==> config.mk <==
export PLATFORM = sky130hd
export DESIGN_NAME = imem_arbiter
export DESIGN_NICKNAME = d
export VERILOG_FILES = /design/src/rtl/imem_arbiter.sv
export SDC_FILE = /design/constraint.sdc
export NUM_CORES = 1
export LEC_CHECK = 0
export CAP_MARGIN = 20
export CORE_AREA = 2 2 51 53
export DETAILED_ROUTE_END_ITERATION = 8
export DIE_AREA = 0 0 53 55
export DONT_BUFFER_PORTS = 1
export GPL_ROUTABILITY_DRIVEN = 0
export SETUP_SLACK_MARGIN = 0.3
export SLEW_MARGIN = 10
export SYNTH_ARGS = -nofsm -noshare
export SYNTH_HDL_FRONTEND = slang
export SYNTH_SLANG_ARGS = --single-unit
==> constraint.sdc <==
create_clock -name clk -period 2.9 [get_ports clk]
set_clock_uncertainty 0.1 [all_clocks]
set_input_delay 0.58 -clock clk [delete_from_list [all_inputs] [get_ports clk]]
set_output_delay 0.58 -clock clk [all_outputs]
set_load 0.03 [all_outputs]
==> src/rtl/imem_arbiter.sv <==
// Two-master instruction-memory arbiter: round-robin selection held until grant, plus an
// outstanding-ID FIFO that steers each rvalid/rdata back to the master that issued it.
module imem_arbiter #(
    parameter int unsigned ADDR_WIDTH      = 8,
    parameter int unsigned DATA_WIDTH      = 32,
    parameter int unsigned MAX_OUTSTANDING = 2
) (
    input  logic                  clk,
    input  logic                  rst_n,

    input  logic                  m0_req_i,
    input  logic [ADDR_WIDTH-1:0] m0_addr_i,
    output logic                  m0_gnt_o,
    output logic                  m0_rvalid_o,
    output logic [DATA_WIDTH-1:0] m0_rdata_o,

    input  logic                  m1_req_i,
    input  logic [ADDR_WIDTH-1:0] m1_addr_i,
    output logic                  m1_gnt_o,
    output logic                  m1_rvalid_o,
    output logic [DATA_WIDTH-1:0] m1_rdata_o,

    output logic                  mem_req_o,
    output logic [ADDR_WIDTH-1:0] mem_addr_o,
    input  logic                  mem_gnt_i,
    input  logic                  mem_rvalid_i,
    input  logic [DATA_WIDTH-1:0] mem_rdata_i,

    output logic                  err_o
);

    localparam int unsigned PtrW = (MAX_OUTSTANDING > 1) ? $clog2(MAX_OUTSTANDING) : 1;
    localparam int unsigned CntW = $clog2(MAX_OUTSTANDING + 1);
    localparam logic [PtrW-1:0] PtrLast = PtrW'(MAX_OUTSTANDING - 1);
    localparam logic [CntW-1:0] CntFull = CntW'(MAX_OUTSTANDING);

    typedef enum logic [0:0] {StArb, StHold} state_e;

    state_e                     state_q, state_d;
    logic                       sel_q, sel_d;
    logic                       last_q, last_d;
    logic                       err_q, err_d;
    logic [MAX_OUTSTANDING-1:0] id_q;
    logic [PtrW-1:0]            wr_ptr_q, rd_ptr_q;
    logic [CntW-1:0]            count_q;

    logic full, empty, push, pop, cur_sel, hold_req, head_id;

    // Pointers wrap at MAX_OUTSTANDING, which need not be a power of two.
    function automatic logic [PtrW-1:0] ptr_inc(input logic [PtrW-1:0] p);
        return (p == PtrLast) ? '0 : p + PtrW'(1);
    endfunction

    assign full  = (count_q == CntFull);
    assign empty = (count_q == '0);

    always_comb begin
        state_d   = state_q;
        sel_d     = sel_q;
        last_d    = last_q;
        mem_req_o = 1'b0;
        cur_sel   = 1'b0;
        push      = 1'b0;
        hold_req  = sel_q ? m1_req_i : m0_req_i;
        unique case (state_q)
            StArb: begin
                if (!full && (m0_req_i || m1_req_i)) begin
                    cur_sel   = (m0_req_i && m1_req_i) ? ~last_q : m1_req_i;
                    mem_req_o = 1'b1;
                    if (mem_gnt_i) begin
                        push   = 1'b1;
                        last_d = cur_sel;
                    end else begin
                        sel_d   = cur_sel;
                        state_d = StHold;
                    end
                end
            end
            StHold: begin
                cur_sel   = sel_q;
                mem_req_o = hold_req;
                if (hold_req && mem_gnt_i) begin
                    push    = 1'b1;
                    last_d  = sel_q;
                    state_d = StArb;
                end else if (!hold_req) begin
                    // Requester withdrew without a grant: release the lock, keep priority.
                    state_d = StArb;
                end
            end
            default: state_d = StArb;
        endcase
    end

    always_comb begin
        mem_addr_o = '0;
        if (mem_req_o) begin
            mem_addr_o = cur_sel ? m1_addr_i : m0_addr_i;
        end
    end

    assign m0_gnt_o = mem_gnt_i & mem_req_o & ~cur_sel;
    assign m1_gnt_o = mem_gnt_i & mem_req_o & cur_sel;

    assign pop     = mem_rvalid_i & ~empty;
    assign head_id = id_q[rd_ptr_q];

    assign m0_rvalid_o = pop & ~head_id;
    assign m1_rvalid_o = pop & head_id;
    assign m0_rdata_o  = mem_rvalid_i ? mem_rdata_i : '0;
    assign m1_rdata_o  = mem_rvalid_i ? mem_rdata_i : '0;

    assign err_d = err_q | (mem_rvalid_i & empty);
    assign err_o = err_q;

    always_ff @(posedge clk or negedge rst_n) begin
        if (!rst_n) begin
            state_q  <= StArb;
            sel_q    <= 1'b0;
            last_q   <= 1'b1;
            err_q    <= 1'b0;
            id_q     <= '0;
            wr_ptr_q <= '0;
            rd_ptr_q <= '0;
            count_q  <= '0;
        end else begin
            state_q <= state_d;
            sel_q   <= sel_d;
            last_q  <= last_d;
            err_q   <= err_d;
            if (push) begin
                id_q[wr_ptr_q] <= cur_sel;
                wr_ptr_q       <= ptr_inc(wr_ptr_q);
            end
            if (pop) begin
                rd_ptr_q <= ptr_inc(rd_ptr_q);
            end
            if (push && !pop) begin
                count_q <= count_q + CntW'(1);
            end else if (pop && !push) begin
                count_q <= count_q - CntW'(1);
            end
        end
    end

endmodule

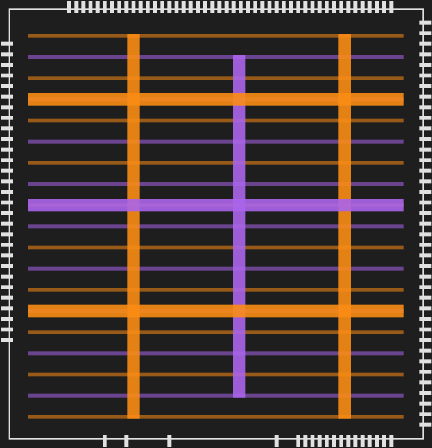
(images/power_grid.png)
Pins as bars on the die edge.
- VSS: orange
- VDD: purple
- rows: 18
- met4 straps: 3
- met5 straps: 3
- signal pins: 132
DIE HEIGHT: 55 um
width of the chip: 53 um
core area: 0.00236 mm^2

==> Table 3: Implementation characteristics <==
Physical design parameters

Parameter                              Value

CTS
  Total number of H-tree levels .................. 1
  Clock insertion delay at the later pin of the skew report .................. 0.27 ns
  CTS clock-pin slew for the worst setup and hold paths .................. 0.07 ns

Critical path
  Signal arrival time at the worst endpoint .................. 1.80 ns
  Critical path buffer and inverter count .................. 1
  Largest driver fanout on the critical path .................. 5
  Startpoint type of the worst setup path .................. flop
  Endpoint required time on the critical path .................. 2.22 ns
  Type of the setup path with the least slack .................. reg -> out

Global routing
  GRT Util Overall .................. 0.132
  Global-route congestion overflow total .................. 0
  Via count of the first global-routing pass .................. 682
  Pin count of the biggest net entering global routing .................. 35

Final timing
  Hold Vio Cnt, Final .................. 0
  Fraction of the cycle the final worst path needs .................. 0.854
  Highest clock rate .................. 404 MHz
  Final Max Tran Viols .................. 0
  Setup Viol. Count Final .................. 0
  Slew HR .................. 0.595

Synth
  Sequential element share of the synthesized area .................. 0.227
  Flip-flop and latch count after synthesis .................. 10
  Library cells used by synthesis .................. 27
  Synth Cell Area .................. 0.00111 mm^2
  Average size of a mapped cell .................. 8.54 um^2
  Largest cells by area after synthesis .................. buf_4 22%, dfrtp_1 20%, and2_1 19%, mux2i_1 9.0%, nor2_1 5.1%
  Cell taking the most area after synthesis .................. buf_4
  Area share of the largest cell type after synthesis .................. 0.223
  Yosys stat area .................. 0.00111 mm^2

Placement
  PortBufs .................. 0
  DPL Wire Length .................. 1.67 mm

Hold path
  Type of the tightest min-delay check .................. in -> async

Drt
  Number of nets with antenna violations after routing .................. 0
  Number of detailed-route iterations in the first pass .................. 2
  Count of routing violations after the opening detailed-route iteration .................. 4

Floorplanning
  I/O pin count .................. 132
  Die ar. .................. 0.00292 mm^2

Power
  LEAKAGE .................. 0.444 nW

Run status
  Run status .................. completed
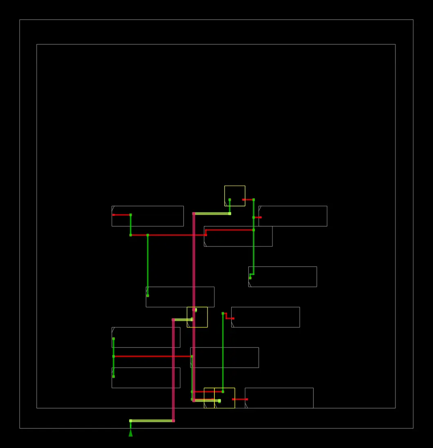
(images/clocks.png)
clock buffer count in the final layout: 4
number of buffers inserted during clock tree synthesis: 3
FF+latch count: 10

==> repair_timing <==
item,in CTS,in global routing
endpoints found under the setup margin,8,9
gates resized,0,3
hold buffers,1,0
cloned,0,1
hold endpoints to repair,9,0
setup buffers,0,0
pin swaps,1,1
==> synthesized netlist by cell type (all sizes together) <==
cell / number
nor3b: 1
a21o: 1
o41ai: 2
mux2: 2
a211o: 1
nor2: 15
o31ai: 1
nand2: 2
dfrtp: 9
inv: 1
a21bo: 1
xor2: 3
mux2i: 10
xnor2: 2
and2b: 1
and2: 33
ha: 1
buf: 33
o21ai: 2
clkbuf: 4
nor2b: 3
a211oi: 1
dfstp: 1
==> path summary, 6_finish.rpt <==
kind | startpoint | to | slack (ns) | cells after the start
worst max-delay path | count_q[1] | mem_addr_o[0] | 0.42 | 5
max in group asynchronous | rst_n | id_q[1] | 1.83 | 1
worst max register to register | state_q | count_q[1] | 0.96 | 6
worst min register to register | id_q[0] | id_q[0] | 0.39 | 1
worst min-delay path | rst_n | last_q | 0.06 | 0
min in group clk | mem_gnt_i | state_q | 0.27 | 1
==> cell type report <==
cell class | instances | area (um^2)
fill | 249 | 1350
multi-input combinational | 83 | 621
sequential | 10 | 251
timing repair buffer | 10 | 77.6
clock buffer | 4 | 26.3
tap | 30 | 37.5
inverter | 1 | 3.75
==> where the power goes <==
part | internal, W | switching, W
sequential | 0.000205 | 0.0000710
clock | 0.0000532 | 0.0000479
combinational | 0.000241 | 0.000435
==> layout by cell type, fill, tap and decap left out, types with 2 or more instances in the layout <==
cell type,count
and2_1,33
buf_4,9
clkbuf_4,3
dfrtp_1,9
mux2i_1,10
nor2_1,15
o31ai_4,2
o41ai_1,2
xnor2_1,2
xor2_1,3
==> state kept, by name, indices dropped and copies added, names as in the netlist <==
| register | cells |
|---|---|
| state_q | 1 |
| count_q | 2 |
| wr_ptr_q | 1 |
| id_q | 2 |
| rd_ptr_q | 1 |
| err_o | 1 |
| last_q | 1 |
| sel_q | 1 |
==> worst register-to-register path: stages (launching register included) <==
cell      delay, ns
dfrtp_1        0.61
nor3b_2        0.13
a211oi_4       0.39
ha_1           0.23
xor2_1         0.16
nor2_1         0.07
xor2_1         0.14
==> layer usage <==
layer	global-route usage	routed length, um
met3	0.0511	265
met2	0.202	1010
met1	0.154	770
met4	0.0897	38
met5	0	0
==> cell families (layout without fill, tap and decap cells) <==
group / Yosys count / in the layout / share of synthesized area
mux: 12 / 12 / 0.114
buf+inv: 38 / 15 / 0.240
xor+xnor: 5 / 5 / 0.0395
fa+ha+maj: 1 / 1 / 0.0113
compound gates: 9 / 10 / 0.0857
simple gates: 55 / 55 / 0.283
flops: 10 / 10 / 0.227
==> stage by stage <==
| step | setup slack [ns] | total power (W) | util | cells | area [um^2] |
|---|---|---|---|---|---|
| final | 0.425 | 0.00105 | 0.430 | 138 | 1020 |
| after global routing | 0.311 | 0.00113 | 0.430 | 138 | 1020 |
| after CTS | 0.301 | 0.00103 | 0.418 | 137 | 988 |
| after detailed placement | 0.422 | 0.000925 | 0.403 | 132 | 952 |
| after global placement | 0.466 | 0.000908 | 0.403 | 132 | 952 |
| after floorplan | 0.478 | 0.000841 | - | 130 | 1110 |
Power and IR drop assume default switching activity.
